### src/rtl/regfile_arbiter.sv
// regfile_arbiter: round-robin sequencer that lets two clients (A, B) share the
// single RdEn/WrEn port of the 8x16 register file and routes read data back to
// the client that issued the read.
module regfile_arbiter #(
  parameter int unsigned ADDR_W = 3,
  parameter int unsigned WIDTH  = 16
) (
  input  logic              CLK,
  input  logic              RST,
  input  logic              ReqA,
  input  logic              ReqB,
  input  logic              WrA,
  input  logic              WrB,
  input  logic [ADDR_W-1:0] AddrA,
  input  logic [ADDR_W-1:0] AddrB,
  input  logic [WIDTH-1:0]  WrDataA,
  input  logic [WIDTH-1:0]  WrDataB,
  output logic              GntA,
  output logic              GntB,
  output logic              RdValidA,
  output logic              RdValidB,
  output logic [WIDTH-1:0]  RdDataA,
  output logic [WIDTH-1:0]  RdDataB,
  output logic              RF_WrEn,
  output logic              RF_RdEn,
  output logic [ADDR_W-1:0] RF_Address,
  output logic [WIDTH-1:0]  RF_WrData,
  input  logic [WIDTH-1:0]  RF_RdData
);

  typedef enum logic [1:0] {IDLE, WR, RD, RD_CAP} state_t;

  state_t state;
  state_t state_nxt;
  logic   last_b;   // 1: B was served last
  logic   id_b;     // owner of the operation in flight (1: B)
  logic   win_a;
  logic   win_b;
  logic   win_wr;

  // Round-robin pick: a lone requester wins, contention goes to the one not served last
  always_comb begin
    win_a  = ReqA && (!ReqB || last_b);
    win_b  = ReqB && (!ReqA || !last_b);
    win_wr = win_a ? WrA : WrB;
  end

  // Next-state logic
  always_comb begin
    state_nxt = state;
    case (state)
      IDLE:    if (win_a || win_b) state_nxt = win_wr ? WR : RD;
      WR:      state_nxt = IDLE;
      RD:      state_nxt = RD_CAP;
      RD_CAP:  state_nxt = IDLE;
      default: state_nxt = IDLE;
    endcase
  end

  // Grants are only issued from IDLE
  always_comb begin
    GntA = (state == IDLE) && win_a;
    GntB = (state == IDLE) && win_b;
  end

  // State register, round-robin pointer and owner of the in-flight operation
  always_ff @(posedge CLK or negedge RST) begin
    if (!RST) begin
      state  <= IDLE;
      last_b <= 1'b1;
      id_b   <= 1'b0;
    end else begin
      state <= state_nxt;
      if (GntA || GntB) begin
        last_b <= GntB;
        id_b   <= GntB;
      end
    end
  end

  // Register-file port: enables follow the next state, address/data change only on a grant
  always_ff @(posedge CLK or negedge RST) begin
    if (!RST) begin
      RF_WrEn    <= 1'b0;
      RF_RdEn    <= 1'b0;
      RF_Address <= '0;
      RF_WrData  <= '0;
    end else begin
      RF_WrEn <= (state_nxt == WR);
      RF_RdEn <= (state_nxt == RD);
      if (GntA) begin
        RF_Address <= AddrA;
        RF_WrData  <= WrDataA;
      end else if (GntB) begin
        RF_Address <= AddrB;
        RF_WrData  <= WrDataB;
      end
    end
  end

  // Read return: capture RF data in RD_CAP into the owner's register and pulse its valid
  always_ff @(posedge CLK or negedge RST) begin
    if (!RST) begin
      RdValidA <= 1'b0;
      RdValidB <= 1'b0;
      RdDataA  <= '0;
      RdDataB  <= '0;
    end else begin
      RdValidA <= (state == RD_CAP) && !id_b;
      RdValidB <= (state == RD_CAP) && id_b;
      if (state == RD_CAP) begin
        if (id_b) RdDataB <= RF_RdData;
        else      RdDataA <= RF_RdData;
      end
    end
  end

endmodule

### config.mk
export PLATFORM = sky130hd
export DESIGN_NAME = regfile_arbiter
export DESIGN_NICKNAME = d
export VERILOG_FILES = /design/src/rtl/regfile_arbiter.sv
export SDC_FILE = /design/constraint.sdc
export NUM_CORES = 1
export LEC_CHECK = 0
export CAP_MARGIN = 20
export CORE_MARGIN = 8
export CORE_UTILIZATION = 36
export CTS_CLUSTER_SIZE = 30
export DETAILED_ROUTE_END_ITERATION = 12
export PLACE_DENSITY_LB_ADDON = 0.3
export SLEW_MARGIN = 15
export SYNTH_ARGS = -nofsm -noshare
export SYNTH_HDL_FRONTEND = slang
export SYNTH_SLANG_ARGS = --single-unit
### constraint.sdc
create_clock -name CLK -period 1.4 [get_ports CLK]
set_input_delay 0.21 -clock CLK [delete_from_list [all_inputs] [get_ports CLK]]
set_output_delay 0.21 -clock CLK [all_outputs]
set_load 0.01 [all_outputs]
==> impl_results.rst, run 1 <==
Synthesis and place-and-route
=============================

.. list-table::
   :header-rows: 1

   * - Metric
     - Value
   * - Status
     - finished, violations left
   * - Violated checks
     - negative setup slack
   * - Total negative slack
     - -1880 ps
   * - Slew at the pin closest to its max-slew limit
     - 318 ps
   * - Number of CTS-inserted buffers
     - 9
   * - Number of pins exceeding their max-slew limit in the final report
     - 0
   * - IR drop worst, VDD
     - 1.25 mV
   * - Die outline height
     - 97.5 um
   * - Cell Area, Placed
     - 3770 um^2
   * - Worst-case headroom to the max-slew limit
     - 78.8%
   * - Placed instance count
     - 405
   * - Peak clock frequency supported by timing
     - 665 MHz
   * - Vias per std cell
     - 4.76
   * - Layout cells sized above 1
     - 24.3%
   * - Number of global-route vias before repair
     - 2259
   * - Routed Wire Length
     - 6.74 mm
   * - Total I/O pin count
     - 117
   * - Psw
     - 2850 uW
   * - Largest net degree at the start of global routing
     - 60
   * - Power per cell area
     - 2080 nW/um^2
   * - Half-perimeter wire length of the detailed placement result
     - 4.79 mm
   * - Hold Vio Cnt, Final
     - 0
   * - MUX area fraction
     - 16.9%
   * - Remaining routing DRC violations
     - 0
   * - Flops out of synthesis
     - 59
   * - Clk slew on worst S/H paths
     - 60 ps
   * - CP max stage delay
     - 420 ps
   * - Initial antenna violation count
     - 0
   * - Number of search-and-repair iterations in the first detailed-routing pass
     - 4
   * - Setup repair after global routing missed its margin
     - true
   * - Number of distinct standard cells referenced by the synthesized netlist
     - 21
   * - Proportion of synthesized chip area in sequential cells
     - 61.9%
   * - Portion of the clock cycle consumed by the worst path in the final layout
     - 107%
   * - Critical-path cell with the highest stage delay
     - sky130_fd_sc_hd__or3_4
   * - Highest fanout seen on the critical path
     - 9
   * - Data arrival time of the critical path
     - 1710 ps
   * - Final critical-path setup slack
     - -104 ps
   * - Final count of negative-setup-slack endpoints
     - 37
   * - Count of clock tree sinks
     - 59
   * - Dominant kind of combinational cell
     - multiplexers
   * - Fraction of synthesized cell area taken by the top area cell type
     - 60.8%
   * - Post-synthesis share of cell area spent on full adders, half adders and majority gates
     - 0%
   * - Layout net count
     - 406
   * - WL per Instance
     - 15.8 um
-- run 1: area by class of cell --
class	instances	area (um^2)
clock buffers	12	145
clock inverters	3	15.0
fillers	529	2380
inverters	6	22.5
multi-input cells	127	867
flip-flops and latches	59	1480
well taps	77	96.3
repair buffers	143	1380
-- run 1: power groups by stage --
stage / Clock [uW] / Sequential, uW / Combinational (uW)
floorplan: 0 / 3380 / 1550
global placement: 0 / 2990 / 4350
detailed placement: 0 / 3020 / 4410
CTS: 1330 / 2960 / 4060
global route: 1410 / 3070 / 4470
finish: 1290 / 2960 / 4080
-- run 1: cells in the final DEF (no fill, tap or decap), drive strengths merged, types with 3 or more instances in the layout --
cell | netlist | routed
nand2 | 25 | 25
clkdlybuf4s50 | 0 | 58
dlygate4sd2 | 0 | 54
clkbuf | 6 | 13
nand3 | 3 | 3
mux2 | 32 | 32
inv | 6 | 6
buf | 5 | 28
clkinv | 0 | 3
a21oi | 38 | 38
dfrtp | 58 | 58
nor2 | 21 | 21
-- run 1: final timing paths --
check	start	to	slack (ps)	depth (start not counted)
max reg2reg	state[0]$_DFF_PN0_	RdDataA[10]$_DFFE_PN0P_	-100	5
max in group asynchronous	RST	last_b$_DFFE_PN1P_	670	3
min in group CLK	AddrB[2]	RF_Address[2]$_DFFE_PN0P_	420	3
min reg2reg	RdDataA[4]$_DFFE_PN0P_	RdDataA[4]$_DFFE_PN0P_	500	1
max	state[0]$_DFF_PN0_	RdDataA[10]$_DFFE_PN0P_	-100	5
min	RST	RdDataA[15]$_DFFE_PN0P_	420	3
-- run 1: tightest hold or removal path, stage by stage --
cell	delay [ps]
sky130_fd_sc_hd__dlygate4sd3_1	520
sky130_fd_sc_hd__buf_2	120
sky130_fd_sc_hd__buf_12	280
-- run 1: stage by stage --
step	setup slack (ps)	hold slack, ps	utilization (%)
after floorplan	-69.1	-85.6	-
after global placement	-312	244	59.0
after detailed placement	-323	239	59.0
after CTS	-112	407	62.0
after global routing	-182	428	62.7
final	-104	415	62.7
-- run 1: kinds of logic (layout without fill, tap and decap cells) --
kind of cell,after synthesis,after routing
mux,33,33
simple gates,52,52
flops,59,59
buf+inv,17,164
compound gates,42,42
-- run 1: synthesized netlist by cell type, drive strengths merged --
cell	n
dfrtp	58
and2	1
inv	6
nand2	25
mux2	32
nand2b	1
o21ai	1
a22o	1
nand3	3
buf	5
o22ai	1
dfstp	1
or3	1
nor2	21
a21oi	38
o21a	1
clkbuf	6
mux2i	1
-- run 1: state kept, by name (all words and copies together) (netlist names) --
register	flops
RdDataA	16
RF_WrData	16
id_b	1
RdDataB	16
RF_Address	3
state	2
last_b	1
RF_WrEn	1
RdValidB	1
RF_RdEn	1
RdValidA	1
-- run 1: timing repair --
action	in CTS	in global routing
hold endpoints to repair	58	0
setup endpoints to repair	91	56
gates cloned	1	1
pin swaps	3	5
gates resized	72	6
hold buffers	1	0
buffers inserted	4	0
-- run 1: layer usage --
metal  GRT usage (%)  part of all wire [%]  routed length, um
met1            17.3                    43               2920
met2            20.2                    43               2920
met3            8.39                    12                837
met4            5.59                  0.96                 65
met5               0                     0                  0
### Cell density map, run 1

The die is cut into 10 by 10 equal tiles; black is low, pale yellow is high, 0 to 100% covered.
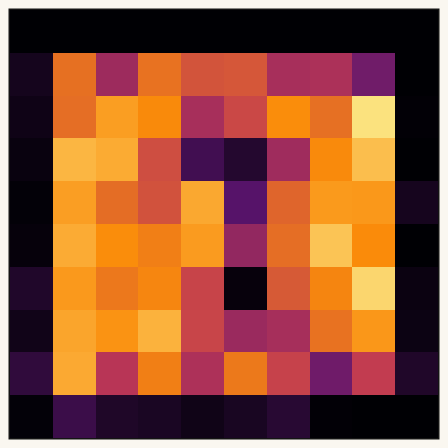
- tiles over 75% full: 21%
- mean over tiles: 41%
- fullest tile: 94%
- nearly empty tiles: 21%
Placeable Area: 6390 um^2
initial standard-cell utilization of the core: 37.4%
post-layout utilization of the core: 62.7%

### M3 wires, run 1

Scale bar: 20 um.
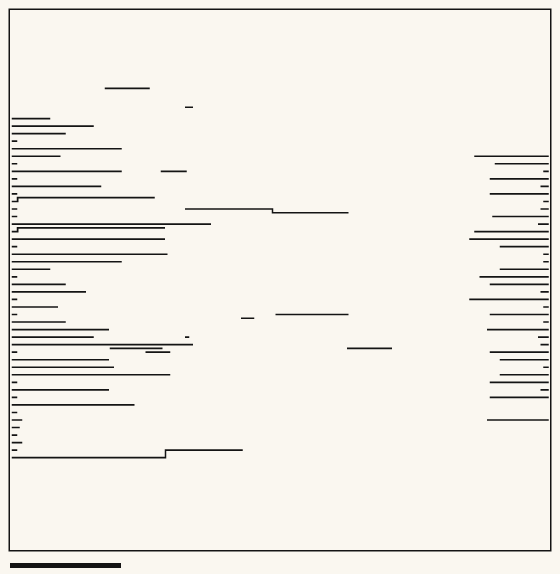
- share of all routed wire: 12%
- nets with wire on the layer: 84
- longest straight run: 35.6 um
M3 GR Usage: 8.39%
total number of vias: 2031

### Cell placement, run 1

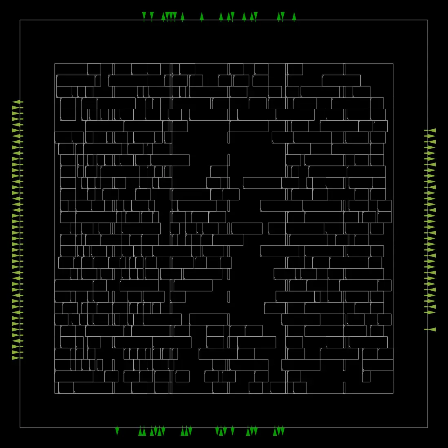
number of core rows: 29
Filler Cell Count: 529
tap cell instance count: 77
post-route non-filler standard cell count: 427

### Wires at chosen ports, followed through buffers, run 1

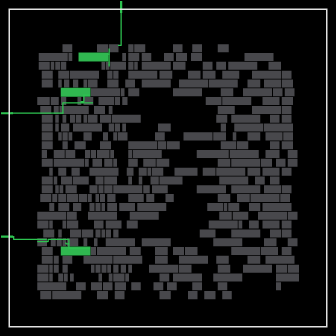

==> run 1 -> run 2 <==
Settings changed: SETUP_SLACK_MARGIN set to 0.5.
### Wires at chosen ports, followed through buffers, run 2

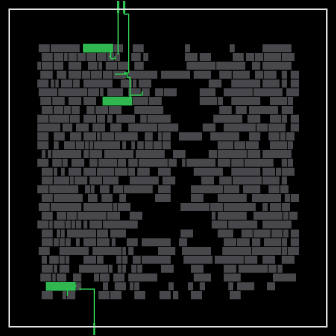
- green: `RF_Address` (bits 3; direction output; edge 2 top, 1 bottom; end cells 3; wire 78.7 um)
total I/O pin count: 117
Port-buffer cells: 116

==> run 2 against run 1 <==
The run still ends with negative setup slack left. Flip-flop count is the same. Largest cell class is now non-clock buffers. Die area is the same. Count of clock-buffer cells in the layout shrank 1. Final area grew 14%. Sequential power grew 5%. Register-to-register slack lost 50 ps. Synthesized cell count is the same. Clock skew grew 2.8 ps. Non-clock buffer count grew 36. Fmax shrank 3.2%. Worst hold slack gained 10 ps.
==> impl_results.rst, run 2 <==
Synthesis and place-and-route
=============================

.. list-table::
   :header-rows: 1

   * - Metric
     - Value
   * - Top cells by count
     - sky130_fd_sc_hd__dfrtp_1 (58), sky130_fd_sc_hd__a21oi_1 (38), sky130_fd_sc_hd__nand2_1 (25) (unchanged)
   * - Vias per std cell
     - 4.83 (was 4.76)
   * - Violated checks
     - negative setup slack (unchanged)
   * - Total negative slack
     - -2540 ps (was -1880 ps)
   * - Slew at the pin closest to its max-slew limit
     - 316 ps (was 318 ps)
   * - Hold Vio Cnt, Final
     - 0 (unchanged)
   * - Flip-flops with a built-in enable
     - 0 (unchanged)
   * - Remaining routing DRC violations
     - 0 (unchanged)
   * - Total number of vias
     - 2231 (was 2031)
   * - Placed instance count
     - 405 (unchanged)
   * - Initial standard-cell utilization of the core
     - 37.4% (unchanged)
   * - Portion of the clock cycle consumed by the worst path in the final layout
     - 111% (was 107%)
   * - Status
     - finished, violations left (unchanged)
   * - Final count of negative-setup-slack endpoints
     - 26 (was 37)
   * - Initial antenna violation count
     - 0 (unchanged)
   * - WL per Instance
     - 17.8 um (was 15.8 um)
   * - Worst-case headroom to the max-slew limit
     - 78.9% (was 78.8%)
   * - Setup repair after global routing missed its margin
     - true (unchanged)
   * - Number of pins exceeding their max-slew limit in the final report
     - 0 (unchanged)
   * - Fraction of synthesized cell area taken by the top area cell type
     - 60.8% (unchanged)
   * - Layout cells sized above 1
     - 56.1% (was 24.3%)
   * - Post-layout utilization of the core
     - 71.6% (was 62.7%)
   * - Routed Wire Length
     - 8.20 mm (was 6.74 mm)
   * - Proportion of synthesized chip area in sequential cells
     - 61.9% (unchanged)
   * - Peak clock frequency supported by timing
     - 644 MHz (was 665 MHz)
   * - Number of CTS-inserted buffers
     - 9 (unchanged)
   * - IR drop worst, VDD
     - 1.52 mV (was 1.25 mV)
   * - Most frequent cells in the layout
     - sky130_fd_sc_hd__dfrtp_1 (58), sky130_fd_sc_hd__clkdlybuf4s50_1 (58), sky130_fd_sc_hd__buf_4 (40) (was sky130_fd_sc_hd__dfrtp_1 (58), sky130_fd_sc_hd__clkdlybuf4s50_1 (58), sky130_fd_sc_hd__dlygate4sd2_1 (54))
   * - Registers with the highest flip-flop counts
     - RF_WrData x16, RdDataA x16, RdDataB x16 (unchanged)
   * - Clk slew on worst S/H paths
     - 70 ps (was 60 ps)
   * - Number of core rows
     - 29 (unchanged)
   * - Number of global-route vias before repair
     - 2381 (was 2259)
   * - Layout net count
     - 442 (was 406)
   * - Worst slack at placement
     - -319 ps (was -323 ps)
   * - Largest net degree at the start of global routing
     - 60 (unchanged)
   * - Data arrival time of the critical path
     - 1760 ps (was 1710 ps)
   * - Highest fanout seen on the critical path
     - 9 (unchanged)
   * - Final critical-path setup slack
     - -154 ps (was -104 ps)
### Cell placement, run 2

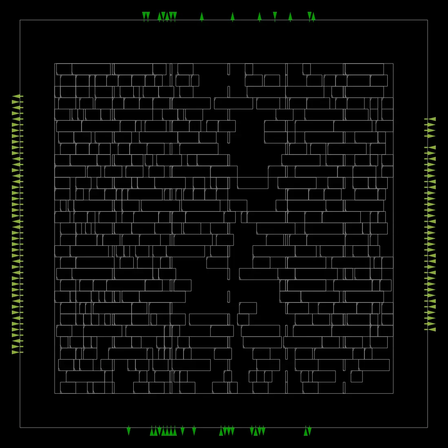
post-route non-filler standard cell count: 462
Filler Cell Count: 442

[run 2: cell counts after synthesis]
No cell type changed its count.
[run 2: worst max-delay path, stage by stage, from the launching register on]
cell and delay, ps:
sky130_fd_sc_hd__dfrtp_1 400, sky130_fd_sc_hd__buf_6 130, sky130_fd_sc_hd__inv_4 30, sky130_fd_sc_hd__or3_4 400
sky130_fd_sc_hd__buf_12 170, sky130_fd_sc_hd__mux2_4 290
[run 2: kinds of logic (layout without fill, tap and decap cells)]
family	Yosys count	in the layout	synth area share, %
mux	33	33	16.9
buf+inv	17	199	3.46
compound gates	42	42	9.11
simple gates	52	52	8.64
flops	59	59	61.9
[run 2: layout make-up]
cell class              instances  area [um^2]  area share (%)
flip-flops and latches         59         1480            32.3
clock inverters                 3         40.0           0.875
inverters                       6         27.5           0.602
multi-input cells             127         1110            24.4
repair buffers                179         1680            36.7
well taps                      77         96.3            2.11
clock buffers                  11          141            3.09
[run 2: per-stage QoR]
stage               instance area (um^2)  hold WS (ps)
global placement                    3790           244
CTS                                 4190           407
detailed placement                  3790           239
global route                        4580           428
floorplan                           2430         -85.6
finish                              4580           426
[run 2: repair_timing]
action | in CTS | in global routing
setup endpoints to repair | 116 | 116
hold buffers | 1 | 0
pin swaps | 3 | 8
hold endpoints to repair | 58 | 0
gates cloned | 6 | 0
buffers inserted | 15 | 21
gates resized | 296 | 53
[run 2: report_power, final]
group          leakage, uW  internal [uW]  switching, uW  total [uW]
logic              0.00138           3460           2490        5940
registers         0.000685           2570            532        3100
clock network    0.0000950            845            631        1480
[run 2: final timing paths]
check	from	to	slack (ps)	cells past startpoint
min in group CLK	AddrB[2]	RF_Address[2]$_DFFE_PN0P_	430	3
hold / removal	RST	RF_WrData[14]$_DFFE_PN0P_	430	3
max in group asynchronous	RST	last_b$_DFFE_PN1P_	680	3
setup / recovery	state[0]$_DFF_PN0_	RdDataA[1]$_DFFE_PN0P_	-150	5
hold reg to reg	RdDataB[14]$_DFFE_PN0P_	RdDataB[14]$_DFFE_PN0P_	500	1
setup reg to reg	state[0]$_DFF_PN0_	RdDataA[1]$_DFFE_PN0P_	-150	5
[run 2: metal layers]
layer	part of all wire, %	vias up	GRT usage, %
li1	-	1045	-
met1	42	1071	20.6
met2	47	105	23.6
met3	10	10	7.89
met4	1.1	0	4.55
met5	0	-	0
### Cell density map, run 2

The die is cut into 10 by 10 equal tiles; black is low, pale yellow is high, 0 to 100% covered.
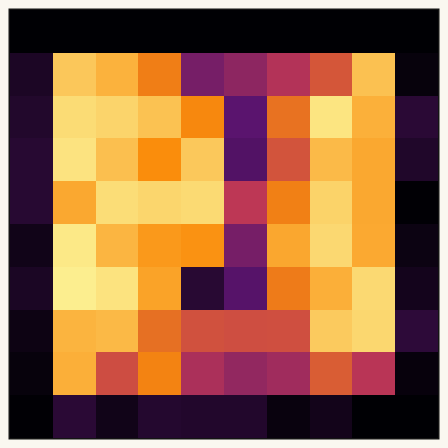

==> run 2 -> run 3 <==
Settings changed: CORE_MARGIN 8 to 5, CORE_UTILIZATION 36 to 43, SLEW_MARGIN 15 to 30.
Clock period 1.4 ns to 1.9 ns, I/O delays scaled along.
### Cell density map, run 3

The die is cut into 8 by 8 equal tiles; black is low, pale yellow is high, 0 to 100% covered.
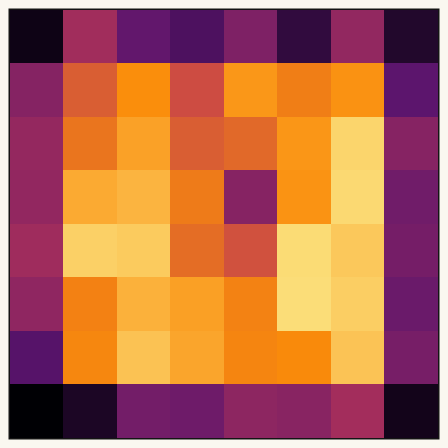
- nearly empty tiles: 1.6%
- fullest tile: 93%
- mean over tiles: 55%
- tiles over 75% full: 33%
initial standard-cell utilization of the core: 43.9%
Placeable Area: 5440 um^2
post-layout utilization of the core: 74.1%

==> run 3 against run 2 <==
The run now ends clean. Critical path depth stayed put. Synthesized cell count unchanged. Register-to-register slack improved by 450 ps. Count of clock-buffer cells in the layout grew 1. Clock skew shrank 1.3 ps. Global-route usage grew 1.9 points. Sequential share of layout area grew 4.4 points. Critical path type unchanged.
==> impl_results.rst, run 3 <==
Synthesis and place-and-route
=============================

.. list-table::
   :header-rows: 1

   * - Metric
     - Value
   * - Status
     - finished, final reports clean (was finished, violations left)
   * - Leading cell type by number of instances after synthesis
     - sky130_fd_sc_hd__dfrtp_1 (unchanged)
   * - Number of pins exceeding their max-slew limit in the final report
     - 0 (unchanged)
   * - Post-Synthesis Mean Instance Area
     - 11.8 um^2 (unchanged)
   * - Post-synthesis share of cell area spent on full adders, half adders and majority gates
     - 0% (unchanged)
   * - CP max stage delay
     - 420 ps (was 400 ps)
   * - Worst path cell trace
     - buf_6, inv_2, or3_4, buf_12, mux2_4 (was buf_6, inv_4, or3_4, buf_12, mux2_4)
   * - Die outline height
     - 84.5 um (was 97.5 um)
   * - Flip-flops with a built-in enable
     - 0 (unchanged)
   * - Cell Area, Placed
     - 3670 um^2 (was 3790 um^2)
   * - Port-buffer cells
     - 116 (unchanged)
   * - Remaining routing DRC violations
     - 0 (unchanged)
   * - Post-Synth Simple-Gate Area
     - 8.64% (unchanged)
   * - Endpoint of the lowest-slack register-to-register path
     - RdDataA[0]$_DFFE_PN0P_ (was RdDataA[1]$_DFFE_PN0P_)
   * - Number of search-and-repair iterations in the first detailed-routing pass
     - 4 (unchanged)
   * - Critical-path cell with the highest stage delay
     - sky130_fd_sc_hd__dfrtp_1 (unchanged)
   * - Most heavily used metal layer in global routing
     - met2 (unchanged)
   * - Routing usage on met1
     - 21.5% (was 20.6%)
   * - WL per Instance
     - 16.6 um (was 17.8 um)
   * - Cell type group with the largest total delay on the critical path
     - flip-flops (unchanged)
   * - Setup repair after global routing missed its margin
     - true (unchanged)
   * - Number of CTS-inserted buffers
     - 9 (unchanged)
   * - Flops out of synthesis
     - 59 (unchanged)
   * - Final std cell area, no fill
     - 4030 um^2 (was 4580 um^2)
   * - Proportion of synthesized chip area in sequential cells
     - 61.9% (unchanged)
   * - Registers with the highest flip-flop counts
     - RF_WrData x16, RdDataA x16, RdDataB x16 (unchanged)
   * - Worst-case headroom to the max-slew limit
     - 63.2% (was 78.9%)
   * - Internal reg-to-reg setup slack
     - 300 ps (was -150 ps)
   * - GR Layer Usage met2
     - 29.5% (was 23.6%)
   * - Portion of the clock cycle consumed by the worst path in the final layout
     - 84.2% (was 111%)
   * - Layout cells sized above 1
     - 24.6% (was 56.1%)
   * - Critical path depth
     - 5 (unchanged)
   * - Half-perimeter wire length of the detailed placement result
     - 4.59 mm (was 4.82 mm)
   * - Fraction of synthesized cell area taken by the top area cell type
     - 60.8% (unchanged)
   * - Final critical-path setup slack
     - 300 ps (was -154 ps)
   * - Layout net count
     - 401 (was 442)
   * - Yosys aoi share
     - 9.11% (unchanged)
   * - Most frequent cells in the layout
     - sky130_fd_sc_hd__clkdlybuf4s50_1 (58), sky130_fd_sc_hd__dfrtp_1 (57), sky130_fd_sc_hd__dlygate4sd2_1 (55) (was sky130_fd_sc_hd__dfrtp_1 (58), sky130_fd_sc_hd__clkdlybuf4s50_1 (58), sky130_fd_sc_hd__buf_4 (40))
   * - MUX area fraction
     - 16.9% (unchanged)
   * - FF-to-FF Start
     - state[0]$_DFF_PN0_ (unchanged)
   * - Hold Vio Cnt, Final
     - 0 (unchanged)
   * - Number of global-route vias before repair
     - 2001 (was 2381)
   * - Count of clock tree sinks
     - 59 (unchanged)
   * - Top cell excl fill/tap
     - sky130_fd_sc_hd__clkdlybuf4s50_1
   * - Largest net degree at the start of global routing
     - 26 (was 60)
   * - Number of core rows
     - 27 (was 29)
   * - Data arrival time of the critical path
     - 1810 ps (was 1760 ps)
   * - Prevailing post-synth register cell
     - sky130_fd_sc_hd__dfrtp_1 (unchanged)
   * - Slew at the pin closest to its max-slew limit
     - 552 ps (was 316 ps)
   * - Filler Cell Count
     - 415 (was 442)
   * - Initial antenna violation count
     - 0 (unchanged)
   * - Worst slack at placement
     - 3.87 ps (was -319 ps)
   * - Top cells by count
     - sky130_fd_sc_hd__dfrtp_1 (58), sky130_fd_sc_hd__a21oi_1 (38), sky130_fd_sc_hd__nand2_1 (25) (unchanged)
   * - Worst reg-to-reg path cell count
     - 5 (unchanged)
   * - Dominant kind of combinational cell
     - multiplexers (unchanged)
   * - Clk slew on worst S/H paths
     - 60 ps (was 70 ps)
   * - Power per cell area
     - 1560 nW/um^2 (was 2300 nW/um^2)
### M3 wires, run 3

Scale bar: 20 um.
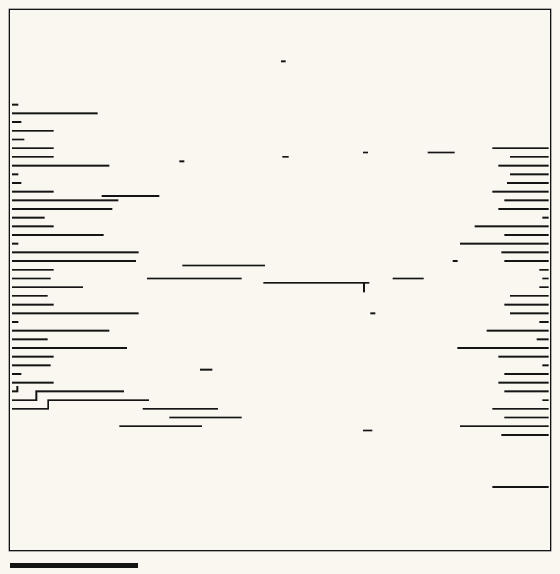
- share of all routed wire: 9.2%
- wire length on this layer: 634 um
- longest straight run: 19.6 um
Routed Wire Length: 6.92 mm
M3 GR Usage: 6.58%
total number of vias: 2049

==> run 3: netlist changes by cell type in the layout (fill, tap and decap cells not counted), moves of 21 or more <==
cell                            before  now
sky130_fd_sc_hd__buf_4              40   10
sky130_fd_sc_hd__a21oi_1            13   36
sky130_fd_sc_hd__buf_6              39    7
sky130_fd_sc_hd__dlygate4sd2_1       0   55
sky130_fd_sc_hd__buf_2              33    1
sky130_fd_sc_hd__a21oi_2            23    2
==> run 3: layer usage <==
layer / vias up / part of all wire [%]
met2: 92 / 48
met1: 982 / 41
met5: - / 0
met4: 0 / 1.9
li1: 960 / -
met3: 15 / 9.2
==> run 3: layout make-up <==
class / count / area, um^2 / area share (%)
Inverter: 6 / 22.5 / 0.558
Tap cell: 72 / 90.1 / 2.23
Timing Repair Buffer: 138 / 1360 / 33.8
Clock buffer: 12 / 145 / 3.60
Clock inverter: 3 / 15.0 / 0.372
Multi-Input combinational cell: 127 / 920 / 22.8
Sequential cell: 59 / 1480 / 36.7
==> run 3: worst max-delay path by stage <==
stage,startpoint,end,slack [ps]
5_1_grt,state[0]$_DFF_PN0_,RdDataA[0]$_DFFE_PN0P_,270
4_1_cts,last_b$_DFFE_PN1P_,GntA,350
3_5_place_dp,ReqB,GntA,4
6_report,state[0]$_DFF_PN0_,RdDataA[0]$_DFFE_PN0P_,300
3_3_place_gp,ReqB,GntA,20
2_1_floorplan,state[1]$_DFF_PN0_,RdDataA[0]$_DFFE_PN0P_,430
==> run 3: worst reg2reg max path, stage by stage, from the launching register on <==
cell	delay, ps
sky130_fd_sc_hd__dfrtp_1	420
sky130_fd_sc_hd__buf_6	130
sky130_fd_sc_hd__inv_2	40
sky130_fd_sc_hd__or3_4	420
sky130_fd_sc_hd__buf_12	170
sky130_fd_sc_hd__mux2_4	300
==> run 3: logic make-up (layout without fill, tap and decap cells) <==
kind of cell    after synthesis  after routing
compound gates               42             42
buf+inv                      17            159
flops                        59             59
mux                          33             33
simple gates                 52             52
==> run 3: what timing repair did <==
action                     4_1_cts  5_1_grt
hold endpoints to repair        22        0
gates resized                   72       24
cloned                           0        2
setup buffers                    5        4
pin swaps                        2        4
hold buffers                     1        0
setup endpoints to repair      101       52
==> run 3: where the power goes <==
part           internal, uW  leakage [uW]  total [uW]  switching (uW)
sequential             1890      0.000683        2240             342
combinational          1700       0.00116        3100            1400
clock                   495     0.0000860         946             451
total                  4090       0.00193        6280            2190
==> run 3: per-stage QoR <==
step / cells / utilization (%)
6_report: 417 / 74.1
5_1_grt: 417 / 74.1
4_1_cts: 411 / 70.6
3_5_place_dp: 390 / 67.6
3_3_place_gp: 390 / 67.6
2_1_floorplan: 203 / -
Power and IR drop assume default switching activity.
